Figure 1. Met1 routing (run 1).
Supply wires on this layer in grey.
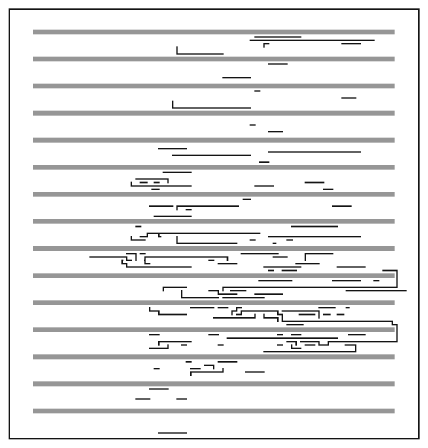
Figure 2. Metal 2 (run 1).
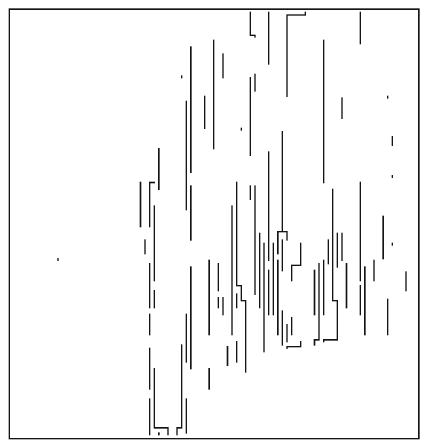
Figure 3. Met3 routing (run 1).
Bar = 10 um.
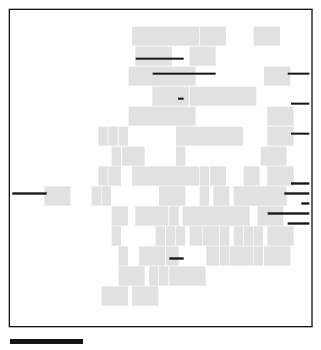
File: config.mk
export PLATFORM = sky130hd
export DESIGN_NAME = gray_cnt
export DESIGN_NICKNAME = d
export VERILOG_FILES = /design/src/rtl/gray_pkg.sv /design/src/rtl/gray_cnt_prescale.sv /design/src/rtl/gray_cnt.sv
export SDC_FILE = /design/constraint.sdc
export NUM_CORES = 1
export LEC_CHECK = 0
export ABC_AREA = 1
export CORE_AREA = 2 2 39 41
export CTS_BUF_LIST = sky130_fd_sc_hd__clkbuf_8 sky130_fd_sc_hd__clkbuf_16
export DETAILED_ROUTE_END_ITERATION = 8
export DIE_AREA = 0 0 41 43
export PLACE_DENSITY = 0.56
export SYNTH_ARGS = -nofsm -noshare
export SYNTH_HDL_FRONTEND = slang
export SYNTH_SLANG_ARGS = --single-unit
File: constraint.sdc
create_clock -name clk -period 3.4 [get_ports clk]
set_clock_uncertainty 0.1 [all_clocks]
set_input_delay 0.51 -clock clk [delete_from_list [all_inputs] [get_ports clk]]
set_output_delay 0.51 -clock clk [all_outputs]
set_load 0.05 [all_outputs]
File: src/rtl/gray_pkg.sv
// Shared Gray-code helpers and limits for the Gray counter and its consumers.
// The helpers work at GRAY_MAX_WIDTH; callers zero-extend and truncate.
package gray_pkg;

  localparam int GRAY_MAX_WIDTH = 16;
  localparam int GRAY_MAX_DIV   = 256;

  function automatic logic [GRAY_MAX_WIDTH-1:0] bin2gray(input logic [GRAY_MAX_WIDTH-1:0] b);
    return b ^ (b >> 1);
  endfunction

  // A zero-extended Gray code decodes to the zero-extended binary value.
  function automatic logic [GRAY_MAX_WIDTH-1:0] gray2bin(input logic [GRAY_MAX_WIDTH-1:0] g);
    logic [GRAY_MAX_WIDTH-1:0] b;
    b[GRAY_MAX_WIDTH-1] = g[GRAY_MAX_WIDTH-1];
    for (int i = GRAY_MAX_WIDTH-2; i >= 0; i--) begin
      b[i] = b[i+1] ^ g[i];
    end
    return b;
  endfunction

endpackage

File: src/rtl/gray_cnt_prescale.sv
// Enable divider for the Gray counter: asserts step on every DIV-th enabled cycle.
// step is combinational from the prescaler state and en; the parent registers its effect.
module gray_cnt_prescale
  import gray_pkg::*;
#(
  parameter int DIV = 1
) (
  input  logic clk,
  input  logic rst_n,
  input  logic clr,
  input  logic en,
  output logic step
);

  localparam int PW = (DIV <= 2) ? 1 : $clog2(DIV);
  localparam logic [PW-1:0] LAST = PW'(DIV - 1);

  logic [PW-1:0] pre_q;
  logic [PW-1:0] pre_nxt;
  logic          at_last;

  assign at_last = (pre_q == LAST);
  assign step    = en && at_last;

  always_comb begin
    pre_nxt = pre_q;
    if (clr) begin
      pre_nxt = '0;
    end else if (en) begin
      pre_nxt = at_last ? '0 : pre_q + 1'b1;
    end
  end

  always_ff @(posedge clk or negedge rst_n) begin
    if (!rst_n) begin
      pre_q <= '0;
    end else begin
      pre_q <= pre_nxt;
    end
  end

endmodule

File: src/rtl/gray_cnt.sv
// Up/down Gray-code counter with prescaler, sync clear/load and a binary monitor.
// Build option GRAY_CNT_SAT_EN: saturate at the ends instead of wrapping.
module gray_cnt
  import gray_pkg::*;
#(
  parameter int WIDTH = 3,
  parameter int DIV   = 1
) (
  input  logic             clk,
  input  logic             rst_n,
  input  logic             clr,
  input  logic             en,
  input  logic             up,
  input  logic             load,
  input  logic [WIDTH-1:0] load_val,
  output logic [WIDTH-1:0] g,
  output logic [WIDTH-1:0] b_mon,
  output logic             tick,
  output logic             wrap
);

  localparam logic [WIDTH-1:0] CNT_MAX = {WIDTH{1'b1}};

  logic             step;
  logic [WIDTH-1:0] b_q;
  logic [WIDTH-1:0] b_nxt;
  logic [WIDTH-1:0] g_q;
  logic             tick_q;
  logic             tick_nxt;
  logic             wrap_q;
  logic             wrap_nxt;
  logic             at_end;

  // clr and load both restart the prescale period.
  gray_cnt_prescale #(
    .DIV (DIV)
  ) u_prescale (
    .clk   (clk),
    .rst_n (rst_n),
    .clr   (clr | load),
    .en    (en),
    .step  (step)
  );

  assign at_end = up ? (b_q == CNT_MAX) : (b_q == '0);

  always_comb begin
    b_nxt    = b_q;
    tick_nxt = 1'b0;
    wrap_nxt = 1'b0;
    if (clr) begin
      b_nxt = '0;
    end else if (load) begin
      b_nxt = load_val;
    end else if (step) begin
`ifdef GRAY_CNT_SAT_EN
      if (!at_end) begin
        b_nxt    = up ? b_q + 1'b1 : b_q - 1'b1;
        tick_nxt = 1'b1;
      end
`else
      b_nxt    = up ? b_q + 1'b1 : b_q - 1'b1;
      tick_nxt = 1'b1;
      wrap_nxt = at_end;
`endif
    end
  end

  // Gray is encoded from b_nxt so both registers load on the same edge.
  always_ff @(posedge clk or negedge rst_n) begin
    if (!rst_n) begin
      b_q    <= '0;
      g_q    <= '0;
      tick_q <= 1'b0;
      wrap_q <= 1'b0;
    end else begin
      b_q    <= b_nxt;
      g_q    <= WIDTH'(bin2gray(GRAY_MAX_WIDTH'(b_nxt)));
      tick_q <= tick_nxt;
      wrap_q <= wrap_nxt;
    end
  end

  assign g     = g_q;
  assign b_mon = b_q;
  assign tick  = tick_q;
  assign wrap  = wrap_q;

endmodule

==> reports/metrics.yaml, run 1 <==
die:
  core_area_mm2: 0.00138
  die_w_um: 41
  rows: 14
  die_h_um: 43
  fp_util_pct: 27.5
  dieArea_mm2: 0.00176
  ios: 17
timing:
  finalCriticalPeriod_ns: 2.05
  max_slew.worst_pin.slew_ns: 0.496
  slew_violations: 0
  fin_hold_ws_ns: 0.443
  fin_ws_ns: 1.35
  rsz0062_at_grt: "false"
  finalHoldViolations: 0
  period_used_pct: 60.4
  max_freq_ghz: 0.487
  slew-limit-headroom_pct: 66.8
  fin_tns_setup_ns: 0
  report.final.setup_viol: 0
synth:
  synthTopCellsByCount: "dfrtp_1, inv_1, nand2_1"
  yosys_area_um2: 380
  yosys.area.top_type: "dfrtp_1"
  yosysTopAreaCellShare_pct: 46.1
  ys_ff: 7
  postSynthAreaPerCell_um2: 8.45
  synth-edff-count: 0
  fp_nets: 55
  ys_types: 16
  yosysSeqAreaShare_pct: 46.1
  top_cells_by_area: "dfrtp_1, inv_1, nand2_1"
  ff_type: "dfrtp_1"
  syn_inst: 45
  yosysCellCount: 45
  synth-async-reset-ratio_pct: 100
  ys_warn_count: 0
  syn_area_um2: 380
pwr:
  powerDensity_mw_per_mm2: 499
  peakVddDrop_mv: 0.178
  power.leakage_nw: 0.296
  finalPower_uw: 298
clock_network:
  cts_hold_buf: 0
  clockBufferDepth: 2
  cts_buffers: 3
  cts_resized: 0
  cts_max_level: 1
  cts.reportedPaths.clkPinSlew_ns: 0.04
  clk_latency_ns: 0.23
  clock-root-buffer: "clkbuf_8"
  cts_tree: "done"
  cts_setup_buffers: 0
  cts_sinks: 7
detailed_routing:
  drtPass1Iterations: 4
  wl_per_cell_um: 10.0
  viasPerCell: 4.39
  ant_nets: 0
  drc: 0
  drt_iter0_markers: 5
worst_hold_path:
  min_path_type: "input port to asynchronous set/reset pin"
worst_setup_path:
  critPathMaxFanout: 5
  cp.buffers_inverters: 1
  path_class: "flip-flop to primary output"
  required_ns: 2.79
  critPathMaxStageDelay_ns: 0.82
  endpoint_kind: "primary output"
  reg2regPathDepth: 5
  critPathTopFamily: "buffers and inverters"
  cp_cell_sequence: "clkdlybuf4s50_1"
  crit_arrival_ns: 1.44
  reg2reg_from: "b_mon[0]"
  r2r_setup_slack_ns: 1.76
  cp.depth: 1
  critPathSlowestCell: "clkdlybuf4s50_1"
  cp-start-kind: "flip-flop"
  r2r-end: "g[0]"
grt:
  grt_max_degree: 8
  grt_use_total_pct: 11.5
  grt_pass1_vias: 349
  overflow: 0
  antenna_found_initial: 0
  grt_pass1_wl_mm: 1.28
job:
  tool_warnings: 26
  cap_viol_max_count: 0
placed_design:
  port_buffers: 16
  place_inst: 76
  dp_hpwl_um: 636
  place_ws_ns: 1.18
  place_congestion: 0.680
  postPlaceCellArea_um2: 553
cells_and_area:
  layout-drive-gt1-share_pct: 14.1
  antenna_cells: 0
  fin_nets: 75
  fin_cells: 80
  fin_area_um2: 598
  fin_util_pct: 43.2
  area_growth_pct: 57.2
  fillers: 138
run_status:
  status: "completed"
-- Figure 1 (at the start) --
longest straight run: 17.5 um
share of all routed wire: 43%
wire length on this layer: 342 um
nets with wire on the layer: 61
Vias: 351
Total Wirelength: 803 um

-- Figure 2 (at the start) --
wire length on this layer: 393 um
share of all routed wire: 49%
longest straight run: 14.3 um
main direction: vertical
nets with wire on the layer: 63

-- Figure 3 (at the start) --
longest straight run: 8.30 um
share of all routed wire: 5.2%

run 1: metal layers:
layer,global-route usage [%],vias up,part of all wire [%]
met1,12.3,155,42
met4,10.0,0,3.4
met2,16.3,14,49
met3,4.71,3,5.1
li1,-,179,-
met5,0,-,0
run 1: cell families after synthesis:
kind of cell    after synthesis  synth area share, %
simple gates                 20                 24.3
buf+inv                      11                 11.8
flops                         7                 46.1
compound gates                4                 7.89
xor+xnor                      2                 4.61
fa+ha+maj                     1                 5.26
run 1: layout make-up:
class,count,area (um^2),area share [%]
flip-flops and latches,7,175,29.3
multi-input cells,27,160,26.8
repair buffers,16,160,26.8
clock buffers,3,41.3,6.90
inverters,10,37.5,6.28
well taps,16,20.0,3.35
clock inverters,1,3.75,0.628
run 1: flip-flops by register name (all words and copies together) (netlist names):
| name | count |
|---|---|
| b_mon | 3 |
| wrap | 1 |
| tick | 1 |
| g | 2 |
run 1: report_power, final:
group	switching, mW	internal (mW)	leakage (nW)	total [mW]
Sequential	0.00440	0.0909	0.0905	0.0953
Combinational	0.0543	0.0335	0.178	0.0878
Clock	0.0370	0.0781	0.0269	0.115
run 1: layout by cell type, fill, tap and decap left out, types with 2 or more instances in the layout:
master / n
inv_1: 8
inv_2: 3
xor2_1: 2
nand3_1: 3
o22ai_1: 2
nor2_1: 6
nand2_1: 7
clkdlybuf4s50_1: 16
clkbuf_8: 3
dfrtp_1: 7
run 1: worst max-delay path by stage:
stage,start,end,slack [ns]
2_1_floorplan,b_mon[0],g[0],1.48
3_3_place_gp,up,g[0],1.20
3_5_place_dp,up,g[1],1.18
4_1_cts,b_mon[2],g[2],1.33
5_1_grt,b_mon[2],b_mon[2],1.28
6_report,b_mon[2],g[2],1.35
Figure 4. The clock network (run 1).
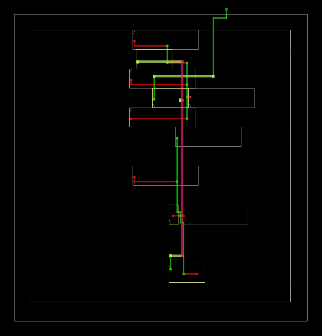

## Run 2: what changed since run 1
==> constraint.sdc (replaced) <==
create_clock -name clk -period 2.11 [get_ports clk]
set_clock_uncertainty 0.1 [all_clocks]
set_input_delay 0.3165 -clock clk [delete_from_list [all_inputs] [get_ports clk]]
set_output_delay 0.3165 -clock clk [all_outputs]
set_load 0.05 [all_outputs]
Figure 5. The clock network (run 2).
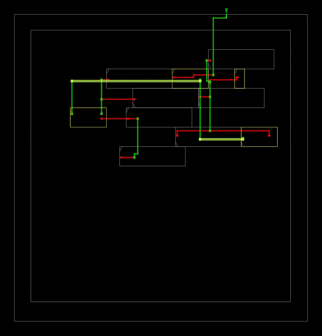
Clk. pwr: 181 uW
clk_lat worst skew: 0.23 ns
Sink Count: 7
sequential cells: 7
clock buffer count: 3

Figure 6. Met1 routing (run 2).
Supply wires on this layer in grey.
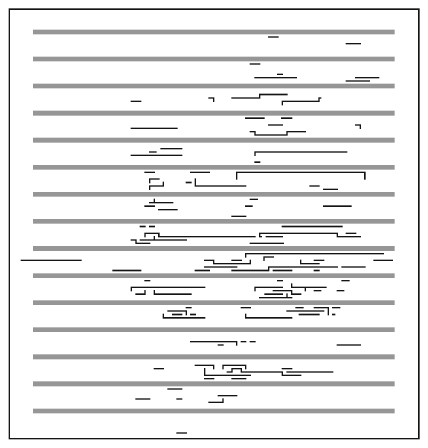
nets with wire on the layer: 62
wire length on this layer: 295 um

==> reports/metrics.yaml, run 2 <==
run_status:
  status: "completed"
worst_setup_path:
  required_ns: 1.69  # -1.10 ns
  critPathMaxFanout: 4  # -1
  path_class: "flip-flop to primary output"
  crit_arrival_ns: 1.45  # about the same
  cp-start-kind: "flip-flop"
  critPathSlowestCell: "clkdlybuf4s50_1"
  critPathMaxStageDelay_ns: 0.83  # about the same
  critPathTopFamily: "buffers and inverters"
  cp_cell_sequence: "clkdlybuf4s50_1"
  endpoint_kind: "primary output"
  cp.buffers_inverters: 1  # unchanged
placed_design:
  postPlaceCellArea_um2: 553  # unchanged
  place_congestion: 0.675  # -0.71%
  place_inst: 76  # unchanged
  port_buffers: 16  # unchanged
  dp_hpwl_um: 615  # -3.3%
clock_network:
  cts_tree: "done"
  cts_buffers: 3  # unchanged
  cts_resized: 0  # unchanged
  cts.reportedPaths.clkPinSlew_ns: 0.04  # about the same
  clock-root-buffer: "clkbuf_8"
  cts_setup_buffers: 0  # unchanged
  cts_max_level: 1  # unchanged
  clockBufferDepth: 2  # unchanged
  cts_hold_buf: 0  # unchanged
synth:
  synth-async-reset-ratio_pct: 100  # unchanged
  syn_area_um2: 380  # unchanged
  top_cells_by_area: "dfrtp_1, inv_1, nand2_1"
  ys_types: 16  # unchanged
  synth-edff-count: 0  # unchanged
  yosys_area_um2: 380  # unchanged
  synthTopCellsByCount: "dfrtp_1, inv_1, nand2_1"
  yosysSeqAreaShare_pct: 46.1  # unchanged
  ys_warn_count: 0  # unchanged
  yosys.area.top_type: "dfrtp_1"
  postSynthAreaPerCell_um2: 8.45  # unchanged
  ys_ff: 7  # unchanged
  ff_type: "dfrtp_1"
  yosysCellCount: 45  # unchanged
  syn_inst: 45  # unchanged
  fp_nets: 55  # unchanged
  yosysTopAreaCellShare_pct: 46.1  # unchanged
cells_and_area:
  fin_nets: 75  # unchanged
  layout_top_cell: "clkdlybuf4s50_1"
  fin_area_um2: 598  # unchanged
  area_growth_pct: 57.2  # unchanged
  final_cell_mix: "clkdlybuf4s50_1, inv_1, nand2_1, dfrtp_1, nor2_1"
  logic_area_um2: 160  # unchanged
  flop_area_um2: 175  # unchanged
  fin_cells: 80  # unchanged
  layout-drive-gt1-share_pct: 14.1  # unchanged
  largest_register_ffs: 3  # unchanged
  fillers: 148  # +7.2%
  antenna_cells: 0  # unchanged
pwr:
  powerDensity_mw_per_mm2: 793  # +59%
  peakVddDrop_mv: 0.382  # +120%
  power.leakage_nw: 0.296  # unchanged
  finalPower_uw: 475  # +59%
timing:
  fin_tns_setup_ns: 0  # unchanged
  slew_violations: 0  # unchanged
  period_used_pct: 88.4
  max_freq_ghz: 0.536
  report.final.setup_viol: 0  # unchanged
  rsz0062_at_grt: "false"
  max_slew.worst_pin.slew_ns: 0.491  # -0.00482 ns
  finalCriticalPeriod_ns: 1.87
  slew-limit-headroom_pct: 67.1  # +0.32 points
  finalHoldViolations: 0  # unchanged
detailed_routing:
  viasPerCell: 4.33  # -1.4%
  wl_per_cell_um: 9.28  # -7.6%
  vias: 346  # -1.4%
  wirelength_um: 742  # -7.6%
  drtPass1Iterations: 1  # -3
  drc: 0  # unchanged
  ant_nets: 0  # unchanged
  drt_iter0_markers: 0  # -5
die:
  die_w_um: 41  # unchanged
  rows: 14  # unchanged
  core_area_mm2: 0.00138  # unchanged
  fp_util_pct: 27.5  # unchanged
  dieArea_mm2: 0.00176  # unchanged
  die_h_um: 43  # unchanged
  ios: 17  # unchanged
grt:
  grt_use_total_pct: 10.5  # -0.94 points
  antenna_found_initial: 0  # unchanged
  overflow: 0  # unchanged
  grt_max_degree: 8  # unchanged
  grt_pass1_wl_mm: 1.21  # -4.9%
  grt_pass1_vias: 312  # -11%
job:
  tool_warnings: 26  # unchanged
  cap_viol_max_count: 0  # unchanged
worst_hold_path:
  min_path_type: "input port to asynchronous set/reset pin"
Figure 7. Met3 routing (run 2).
Bar = 10 um.
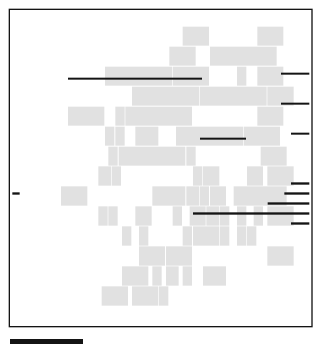
share of all routed wire: 8.4%
nets with wire on the layer: 10

==> run 2: report_power, final <==
| group | internal (mW) | switching, mW |
|---|---|---|
| sequential | 0.147 | 0.00738 |
| clock | 0.125 | 0.0551 |
| combinational | 0.0538 | 0.0862 |
==> run 2: final timing paths <==
| kind | startpoint | to | slack [ns] | depth (start not counted) |
|---|---|---|---|---|
| worst min-delay path | rst_n | tick | 0.24 | 1 |
| worst max-delay path | b_mon[0] | b_mon[0] | 0.24 | 1 |
| max in group asynchronous | rst_n | b_mon[2] | 1.44 | 1 |
| worst max register to register | b_mon[0] | g[0] | 0.46 | 5 |
| min in group clk | b_mon[1] | wrap | 0.56 | 2 |
| worst min register to register | b_mon[1] | wrap | 0.56 | 2 |
==> run 2: area by class of cell <==
cell class	instances	share of cell area [%]
clock inverters	1	0.628
inverters	10	6.28
well taps	16	3.35
repair buffers	16	26.8
flip-flops and latches	7	29.3
clock buffers	3	6.90
multi-input cells	27	26.8
==> run 2: cell families after synthesis <==
group,share of synthesized area (%)
fa+ha+maj,5.26
flops,46.1
compound gates,7.89
simple gates,24.3
buf+inv,11.8
xor+xnor,4.61
==> run 2: routing by layer <==
metal  up-vias  routed length, um  track usage [%]  part of all wire (%)
met5         -                  0                0                     0
met2        13                385             15.9                    52
met1       154                294             11.3                    40
met3         0                 62             6.81                   8.4
met4         0                  0             4.00                     0
li1        179                  -                -                     -
==> run 2: per-stage QoR <==
stage	utilization [%]	hold WS (ns)	setup slack, ns
after floorplan	-	-0.0791	0.195
after global placement	40.0	0.490	0.106
after detailed placement	40.0	0.488	0.0992
after CTS	43.2	0.248	0.229
after global routing	43.2	0.271	0.183
final	43.2	0.240	0.245
Figure 8. Metal 2 (run 2).
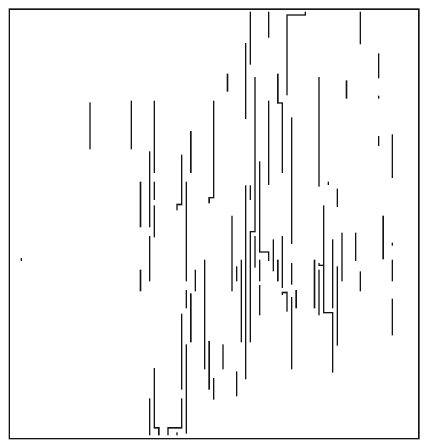

## Run 3: what changed since run 2
==> constraint.sdc (replaced) <==
create_clock -name clk -period 2.3 [get_ports clk]
set_clock_uncertainty 0.1 [all_clocks]
set_input_delay 0.345 -clock clk [delete_from_list [all_inputs] [get_ports clk]]
set_output_delay 0.345 -clock clk [all_outputs]
set_load 0.05 [all_outputs]
Figure 9. Metal 2 (run 3).
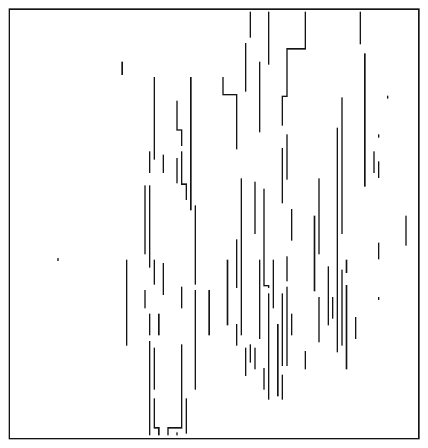
longest straight run: 22.4 um
share of all routed wire: 54%
nets with wire on the layer: 63

Figure 10. Met3 routing (run 3).
Bar = 10 um.
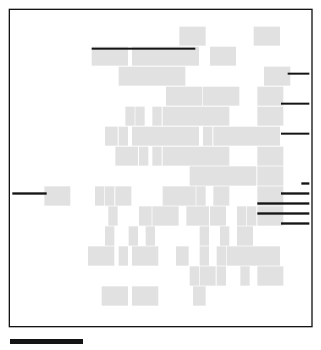
nets with wire on the layer: 10
longest straight run: 13.8 um
share of all routed wire: 6.7%
main direction: horizontal
wire length on this layer: 49.5 um
Vias: 346
Total Wirelength: 737 um
met3 GRT Util: 4.71%

Figure 11. Logic cells by family (run 3).
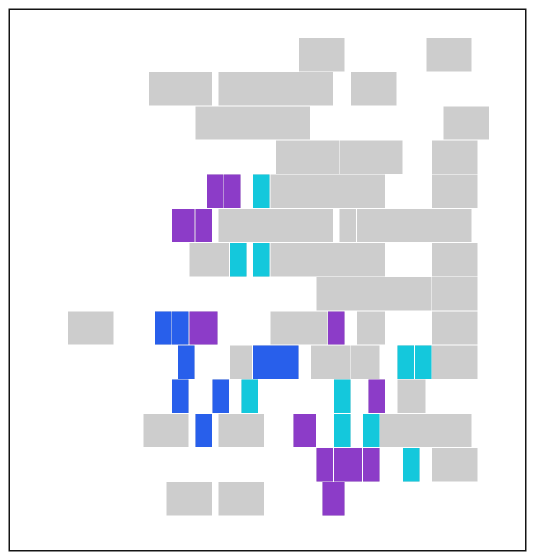
| family | colour | cells | most used |
|---|---|---|---|
| NAND gates | purple | 12 | nand2_1 |
| inverters | cyan | 10 | inv_1 |
| NOR gates | blue | 7 | nor2_1 |
most instantiated logic cell after routing: clkdlybuf4s50_1
Comb/total area: 26.8%
Finished Layout Cells: 80

==> reports/metrics.yaml, run 3 <==
run_status:
  status: "completed"
detailed_routing:
  ant_nets: 0  # unchanged
  drtPass1Iterations: 3  # +2
  wl_per_cell_um: 9.21  # -0.67%
  drt_iter0_markers: 1  # +1
  drc: 0  # unchanged
  viasPerCell: 4.33  # unchanged
grt:
  overflow: 0  # unchanged
  grt_use_total_pct: 10.0  # -0.52 points
  grt_max_degree: 8  # unchanged
  grt_pass1_wl_mm: 1.18  # -2.9%
die:
  rows: 14  # unchanged
  fp_util_pct: 27.5  # unchanged
  die_w_um: 41  # unchanged
  core_area_mm2: 0.00138  # unchanged
  dieArea_mm2: 0.00176  # unchanged
  ios: 17  # unchanged
cells_and_area:
  fillers: 155  # +4.7%
  logic_area_um2: 160  # unchanged
  largest_register_ffs: 3  # unchanged
  area_growth_pct: 57.2  # unchanged
  flop_area_um2: 175  # unchanged
  fin_util_pct: 43.2  # unchanged
  final_cell_mix: "clkdlybuf4s50_1, inv_1, nand2_1, dfrtp_1, nor2_1"
  fin_nets: 75  # unchanged
  antenna_cells: 0  # unchanged
timing:
  fin_tns_setup_ns: 0  # unchanged
  max_freq_ghz: 0.527
  report.final.setup_viol: 0  # unchanged
  slew-limit-headroom_pct: 66.9  # -0.26 points
  rsz0062_at_grt: "false"
  finalHoldViolations: 0  # unchanged
  finalCriticalPeriod_ns: 1.90
  max_slew.worst_pin.slew_ns: 0.495  # +0.00389 ns
  slew_violations: 0  # unchanged
  period_used_pct: 82.5
clock_network:
  clk_latency_ns: 0.22  # about the same
  cts_resized: 0  # unchanged
  cts_max_level: 1  # unchanged
  clockBufferDepth: 2  # unchanged
  cts_tree: "done"
  cts_setup_buffers: 0  # unchanged
  cts.reportedPaths.clkPinSlew_ns: 0.04  # about the same
  cts_sinks: 7  # unchanged
  cts_hold_buf: 0  # unchanged
  cts_buffers: 3  # unchanged
  clock-root-buffer: "clkbuf_8"
synth:
  synth-async-reset-ratio_pct: 100  # unchanged
  yosys_area_um2: 380  # unchanged
  ys_warn_count: 0  # unchanged
  synth-edff-count: 0  # unchanged
  ff_type: "dfrtp_1"
  syn_area_um2: 380  # unchanged
  ys_ff: 7  # unchanged
  ys_types: 16  # unchanged
  yosysTopAreaCellShare_pct: 46.1  # unchanged
  postSynthAreaPerCell_um2: 8.45  # unchanged
  syn_inst: 45  # unchanged
  top_cells_by_area: "dfrtp_1, inv_1, nand2_1"
  fp_nets: 55  # unchanged
  synthTopCellsByCount: "dfrtp_1, inv_1, nand2_1"
  yosysCellCount: 45  # unchanged
placed_design:
  dp_hpwl_um: 634  # +3.1%
  place_inst: 76  # unchanged
  place_ws_ns: 0.249  # +0.150 ns
  place_congestion: 0.715  # +5.9%
  port_buffers: 16  # unchanged
pwr:
  swShare_pct: 30.5  # -0.86 points
  power_switching_uw: 131  # -12%
  finalPower_uw: 429  # -9.5%
  p_seq_share_pct: 32.8  # +0.4 points
  maxPowerGroup: "the clock network"
  p_clk_share_pct: 37.1  # -0.9 points
  powerDensity_mw_per_mm2: 718  # -9.5%
  p_clk_uw: 159  # -12%
  power.leakage_nw: 0.296  # unchanged
  peakVddDrop_mv: 0.290  # -24%
  p_comb_share_pct: 30.1  # +0.6 points
  power_combinational_uw: 129  # -8%
  intPower_uw: 299  # -8.4%
  powerSeq_uw: 141  # -8%
job:
  cap_viol_max_count: 0  # unchanged
  tool_warnings: 26  # unchanged
worst_setup_path:
  crit_arrival_ns: 1.45  # about the same
  cp_cell_sequence: "clkdlybuf4s50_1"
  required_ns: 1.86  # +0.17 ns
  r2r-end: "g[0]"
  critPathSlowestCell: "clkdlybuf4s50_1"
  r2r_setup_slack_ns: 0.66  # +0.20 ns
  critPathMaxFanout: 5  # +1
  reg2regPathDepth: 5  # unchanged
  path_class: "flip-flop to primary output"
  reg2reg_from: "b_mon[0]"
  cp.buffers_inverters: 1  # unchanged
  cp-start-kind: "flip-flop"
  critPathTopFamily: "buffers and inverters"
worst_hold_path:
  min_path_type: "input port to asynchronous set/reset pin"
[run 3: how the worst max path moves through the flow]
| stage | start | to | slack, ns | cells after the start |
|---|---|---|---|---|
| floorplan | b_mon[0] | g[0] | 0.38 | 5 |
| global placement | up | g[0] | 0.25 | 5 |
| detailed placement | up | g[1] | 0.25 | 10 |
| CTS | b_mon[2] | b_mon[2] | 0.39 | 1 |
| global route | b_mon[2] | b_mon[2] | 0.35 | 1 |
| finish | b_mon[2] | b_mon[2] | 0.40 | 1 |
[run 3: per-stage QoR]
| stage | instance area (um^2) | hold WS, ns |
|---|---|---|
| finish | 598 | 0.281 |
| global route | 598 | 0.317 |
| CTS | 598 | 0.292 |
| detailed placement | 553 | 0.523 |
| global placement | 553 | 0.523 |
| floorplan | 380 | -0.0506 |
[run 3: cell families after synthesis]
logic type	count (synthesis)	share of synthesized area, %
adder cells (fa/ha/maj)	1	5.26
AND-OR/OR-AND	4	7.89
AND/OR/NAND/NOR	20	24.3
flip-flops	7	46.1
XOR/XNOR	2	4.61
buffers and inverters	11	11.8
[run 3: final cells by class]
class                      count  area share [%]
clock inverter                 1           0.628
clock buffer                   3            6.90
inverter                      10            6.28
tap                           16            3.35
sequential                     7            29.3
multi-input combinational     27            26.8
timing repair buffer          16            26.8
[run 3: metal layers]
| layer | GRT usage (%) | routed length [um] | vias to the layer above | part of all wire [%] |
|---|---|---|---|---|
| li1 | - | - | 178 | - |
| met1 | 9.24 | 291 | 157 | 39 |
| met2 | 17.5 | 397 | 11 | 54 |
| met3 | 4.71 | 49 | 0 | 6.6 |
| met4 | 4.00 | 0 | 0 | 0 |
| met5 | 0 | 0 | - | 0 |
No activity file was given, so power comes from the tool's default toggle rates.
